File: config.mk
export PLATFORM = sky130hd
export DESIGN_NAME = maxnet_loader
export DESIGN_NICKNAME = d
export VERILOG_FILES = /design/src/rtl/maxnet_pkg.sv /design/src/rtl/maxnet_watchdog.sv /design/src/rtl/maxnet_loader.sv
export SDC_FILE = /design/constraint.sdc
export NUM_CORES = 1
export LEC_CHECK = 0
export ABC_CLOCK_PERIOD_IN_PS = 6800
export CAP_MARGIN = 20
export CELL_PAD_IN_SITES_DETAIL_PLACEMENT = 2
export CELL_PAD_IN_SITES_GLOBAL_PLACEMENT = 2
export CORE_ASPECT_RATIO = 1.4
export CORE_MARGIN = 2
export CORE_UTILIZATION = 27
export DETAILED_ROUTE_END_ITERATION = 8
export PLACE_DENSITY_LB_ADDON = 0.1
export SYNTH_ARGS = -nofsm -noshare
export SYNTH_HDL_FRONTEND = slang
export SYNTH_SLANG_ARGS = --single-unit
export TNS_END_PERCENT = 5
File: constraint.sdc
create_clock -name clk -period 6.8 [get_ports clk]
set_input_delay 1.36 -clock clk [delete_from_list [all_inputs] [get_ports clk]]
set_output_delay 1.36 -clock clk [all_outputs]
set_load 0.01 [all_outputs]
File: src/rtl/maxnet_pkg.sv
`default_nettype none
// ============================================================================
// Module      : maxnet_pkg
// Description : Shared constants and FSM state encoding for the Maxnet loader.
// Revision    : 1.0 - initial release
// ============================================================================
package maxnet_pkg;

    localparam int c_data_w  = 32;
    localparam int c_timeout = 1023;

    typedef enum logic [1:0] {
        S_IDLE   = 2'd0,
        S_START  = 2'd1,
        S_WAIT   = 2'd2,
        S_RESULT = 2'd3
    } state_t;

endpackage
`default_nettype wire

File: src/rtl/maxnet_watchdog.sv
`default_nettype none
// ============================================================================
// Module      : maxnet_watchdog
// Description : Saturating wait counter with clear, enable and expired flag.
// Revision    : 1.0 - initial release
// ============================================================================
module maxnet_watchdog #(
    parameter int TIMEOUT = 1023
) (
    input  logic clk,
    input  logic rst,
    input  logic clr,
    input  logic en,
    output logic armed,
    output logic expired
);

    localparam int                 c_cnt_w = (TIMEOUT < 2) ? 1 : $clog2(TIMEOUT + 1);
    localparam logic [c_cnt_w-1:0] c_limit = c_cnt_w'(TIMEOUT);

    logic [c_cnt_w-1:0] r_count;

    // clear has priority so a fresh wait always starts from zero
    always_ff @(posedge clk or posedge rst) begin
        if (rst) begin
            r_count <= '0;
        end else if (clr) begin
            r_count <= '0;
        end else if (en && (r_count != c_limit)) begin
            r_count <= r_count + c_cnt_w'(1);
        end
    end

    assign armed   = (r_count != '0);
    assign expired = (r_count == c_limit);

endmodule
`default_nettype wire

File: src/rtl/maxnet_loader.sv
`default_nettype none
// ============================================================================
// Module      : maxnet_loader
// Description : Loads four-word frames into a Maxnet datapath, waits for the
//               winner (or a timeout) and hands the result downstream.
// Revision    : 1.0 - initial release
// ============================================================================
module maxnet_loader
    import maxnet_pkg::*;
#(
    parameter int DATA_W  = c_data_w,
    parameter int TIMEOUT = c_timeout
) (
    input  logic              clk,
    input  logic              rst,
    input  logic              in_valid,
    output logic              in_ready,
    input  logic [DATA_W-1:0] in_data,
    output logic [DATA_W-1:0] readData1,
    output logic [DATA_W-1:0] readData2,
    output logic [DATA_W-1:0] readData3,
    output logic [DATA_W-1:0] readData4,
    output logic              start,
    input  logic              done,
    input  logic [DATA_W-1:0] maxnumber,
    output logic              result_valid,
    input  logic              result_ready,
    output logic [DATA_W-1:0] result_data,
    output logic              result_err,
    output logic              clamp_flag
);

    state_t            r_state;
    logic [1:0]        r_idx;
    logic [DATA_W-1:0] r_word [4];
    logic              r_in_ready;
    logic              r_start;
    logic              r_result_valid;
    logic [DATA_W-1:0] r_result_data;
    logic              r_result_err;
    logic              r_clamp;

    logic              w_xfer;
    logic              w_neg;
    logic [DATA_W-1:0] w_store;
    logic              w_armed;
    logic              w_expired;

    assign w_xfer  = in_valid && r_in_ready;
    assign w_neg   = in_data[DATA_W-1];
    assign w_store = w_neg ? '0 : in_data;

    maxnet_watchdog #(
        .TIMEOUT (TIMEOUT)
    ) u_watchdog (
        .clk     (clk),
        .rst     (rst),
        .clr     (r_state == S_START),
        .en      (r_state == S_WAIT),
        .armed   (w_armed),
        .expired (w_expired)
    );

    always_ff @(posedge clk or posedge rst) begin
        if (rst) begin
            r_state        <= S_IDLE;
            r_idx          <= 2'd0;
            for (int i = 0; i < 4; i++) r_word[i] <= '0;
            r_in_ready     <= 1'b1;
            r_start        <= 1'b0;
            r_result_valid <= 1'b0;
            r_result_data  <= '0;
            r_result_err   <= 1'b0;
            r_clamp        <= 1'b0;
        end else begin
            r_start <= 1'b0;
            case (r_state)
                S_IDLE: begin
                    if (w_xfer) begin
                        r_word[r_idx] <= w_store;
                        // a clamping first word keeps the flag set for its own frame
                        if (w_neg) begin
                            r_clamp <= 1'b1;
                        end else if (r_idx == 2'd0) begin
                            r_clamp <= 1'b0;
                        end
                        r_idx <= r_idx + 2'd1;
                        if (r_idx == 2'd3) begin
                            r_state    <= S_START;
                            r_start    <= 1'b1;
                            r_in_ready <= 1'b0;
                        end
                    end
                end
                S_START: begin
                    r_state <= S_WAIT;
                end
                S_WAIT: begin
                    // done is blind for the first cycle and beats a coincident timeout
                    if (done && w_armed) begin
                        r_result_data  <= maxnumber;
                        r_result_err   <= 1'b0;
                        r_result_valid <= 1'b1;
                        r_state        <= S_RESULT;
                    end else if (w_expired) begin
                        r_result_data  <= '0;
                        r_result_err   <= 1'b1;
                        r_result_valid <= 1'b1;
                        r_state        <= S_RESULT;
                    end
                end
                S_RESULT: begin
                    if (result_ready) begin
                        r_result_valid <= 1'b0;
                        r_in_ready     <= 1'b1;
                        r_state        <= S_IDLE;
                    end
                end
                default: begin
                    r_state <= S_IDLE;
                end
            endcase
        end
    end

    assign in_ready     = r_in_ready;
    assign start        = r_start;
    assign result_valid = r_result_valid;
    assign result_data  = r_result_data;
    assign result_err   = r_result_err;
    assign clamp_flag   = r_clamp;
    assign readData1    = r_word[0];
    assign readData2    = r_word[1];
    assign readData3    = r_word[2];
    assign readData4    = r_word[3];

endmodule
`default_nettype wire
### Cell outlines without signal wires

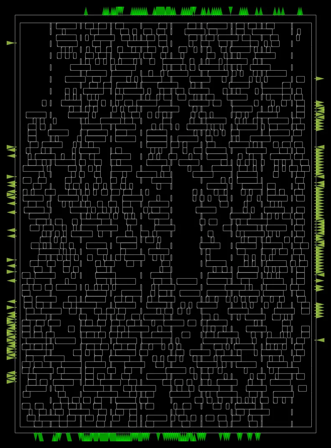
area inside the core boundary: 0.0247 mm2
flop share of the area: 0.439
Filler cells: 2631

### Supply network

The bar under the picture is 50 um long. Pins as bars on the die edge. Tap cells in gray.
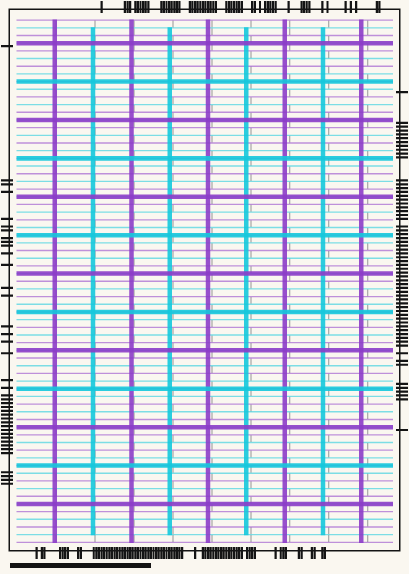
legend:
  VDD:
    color: cyan
  VSS:
    color: purple
signal pins: 234
met5 straps: 13
rows: 68
met4 straps: 9

### I/O nets highlighted

The bar under the picture is 50 um long.
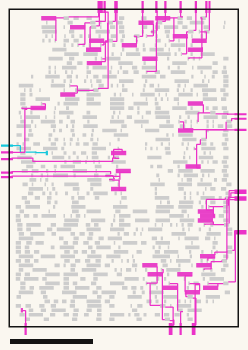
legend:
  done:
    color: cyan
    bits: 1
    direction: input
    edge: west
    end_cells: 1
    buffers: 1
    wire: 22.9 um
  readData4:
    color: magenta
    bits: 32
    direction: output
    edge: 13 north, 9 east, 6 south, 4 west
    end_cells: 32
    buffers: 31
    wire: 1320 um
Boundary Pins: 234
number of buffer cells added on primary ports: 229

### Cell area per tile

The bar under the picture is 50 um long. 14 x 19 tiles, from white (low) to dark blue (high), 0 to 100% covered.
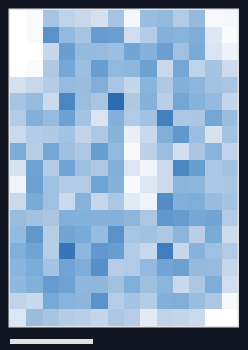
mean over tiles: 36%
fullest tile: 76%
nearly empty tiles: 2.6%
pre-placement core utilization: 0.274
Core Util, Final: 0.404

==> job_summary.md <==
### Yosys + OpenROAD results

| Metric | Value |
|---|---|
| Final setup violation count | `0` |
| RR Endpoint | `result_data[25]` |
| Clock transition at the register clock pins on the worst setup and hold paths after CTS | `approximately 60 ps` |
| Layout clock buffers | `22` |
| Cell class with the largest area share | `sequential cells` |
| Placement row count | `slightly below 70` |
| Total negative slack | `0 ps` |
| Maximum VDD drop | `around 170 uV` |
| Worst path slowest cell | `clkdlybuf4s50_1` |
| OpenROAD warning count | `33` |
| Share of the yosys chip area belonging to registers | `0.648` |
| Seq pwr | `roughly 1.0 mW` |
| Leading post-synthesis cells by instance count | `dfrtp_1 (174), nand2_1 (137), o21ai_0 (116)` |
| Worst R2R Start | `u_watchdog.r_count[0]` |
| Largest net degree at the start of global routing | `between 60 and 70` |
| Worst setup EP type | `flop` |
| Synthesized chip area reported by yosys | `~0.0068 mm2` |
| TritonCTS Buffers | `17` |
| Share of the final layout cell area in multi-input gates | `0.218` |
| Share of total power in sequential cells | `0.498` |
| Family of cells with the greatest summed delay on the critical path | `simple AND/OR/NAND/NOR gates` |
| Netlist Area Pre-Place | `around 0.0068 mm2` |
| Fraction of area in clock buffers and inverters | `0.0570` |
| Setup repair after global routing missed its margin | `no` |
| CP Cell Sequence | `clkdlybuf4s50_1 -> and3_1 -> nand2_2 -> buf_4 -> nand2_1 -> o21ai_0` |
| Share of the clock period used by the worst path after layout | `0.449` |
| Part of the total power dissipated in the clock network | `0.462` |
| Fraction of cell area in non-clock buffers | `0.241` |
| Max Buffers Root-to-Sink | `2` |
| Die ar. | `around 0.026 mm2` |
| Combinational gate area | `about 0.0022 mm2` |
| Share of flip-flops with an asynchronous set or reset | `1.00` |
| Launching instance or port of the critical path | `in_valid` |
| Area of all placed cells without fillers | `between 0.009 and 0.01 mm2` |
| Number of distinct standard cells referenced by the synthesized netlist | `38` |
| Comb power | `between 0.08 and 0.09 mW` |
| Power per cell area | `210 mW/mm2` |
| Ant. Diodes | `0` |
| Number of resized instances in the post-cts repair step | `0` |
| Critical path startpoint category | `primary input` |
| First-pass GRT wire length | `36200 um` |
| Total Nets Final | `roughly 920` |
| Sink Count | `between 150 and 200` |
| CTS tree | `built` |
| Number of non-clock inverters | `11` |
| Start-to-end type of the worst setup path | `primary input to flop` |
| Hold Path Depth | `2` |
| Number of tapcells | `between 300 and 400` |
| Synth Area per Inst | `~11 um2` |
| Post-CTS setup repair buffer count | `0` |
| Yosys cell count | `around 630` |
| Routed wire length | `about 23000 um` |
| Status | `completed` |
| Main power-consuming group | `sequential cells` |
| Slew at the pin closest to its max-slew limit | `797 ps` |
| Required time of the critical path | `a little over 7000 ps` |
| DRT iter0 DRCs | `between 150 and 200` |
| Per-cell via count in the routed design | `between 4 and 5` |
| Final Wtd Congestion | `approximately 0.80` |
| Layout cell share with drive strength beyond 1 | `0.0584` |
| Reg2Reg Setup Slack | `about 4400 ps` |
| Sequential cell area in the final layout | `roughly 0.0044 mm2` |
| Signal buffers | `238` |
| Hold wc startpoint | `readData2[16]` |
| Vias in the first global route | `6298` |
| Buffers and inverters on the worst path | `2` |
| Multi-input gates | `400` |
| CP arrival | `3350 ps` |
| Detailed-route wire length per cell | `around 20 um` |
| Clock network latency to the later pin of the worst-skew pair | `430 ps` |
| Tightest Hold Check Type | `flop to flop` |
| Total congestion overflow after global routing | `0` |
| Remaining routing DRC violations | `0` |
| Most common cell in the netlist | `dfrtp_1` |
| Post-synth EDFFs | `0` |
| Number of flip-flops and latches in the synthesized netlist | `between 150 and 200` |
| End of the critical path | `readData1[12]` |
| Detail Placement HPWL | `16500 um` |
| Number of instances in the synthesized netlist | `625` |
| Clock network power | `0.966 mW` |
| Psw | `0.460 mW` |
| Sw Ratio | `0.220` |
| Final Hold Fails | `0` |
| Most frequent cells in the layout | `clkdlybuf4s50_1 (229), dfrtp_1 (174), nand2_1 (133)` |
| Hold-fix buffers at CTS | `0` |
| Worst min-delay path endpoint | `readData2[16]` |
[worst min-delay path, delay by kind of cell, from the launching register on]
kind | cells | cell delay, ps
simple gates | 1 | 50
compound gates | 1 | 60
flops | 1 | 340
[stage by stage]
step                      hold WS (ps)  power (mW)  setup WS, ps  instances
after floorplan                    493        1.09           696        628
after global placement             463        1.15          3240       1135
after detailed placement           472        1.15          3120       1136
after CTS                          487        2.13          3580       1168
after global routing               514        2.17          3560       1171
final                              479        2.09          3750       1171
[routing by layer]
metal / track usage / vias to the layer above / wire length, um
met2: 0.330 / 146 / 12300
met4: 0.0659 / 0 / 580
met5: 0 / - / 0
met3: 0.0448 / 30 / 1160
li1: - / 2548 / -
met1: 0.207 / 2805 / 9060
Power figures rest on the tool's default switching activity, not on a simulated workload.
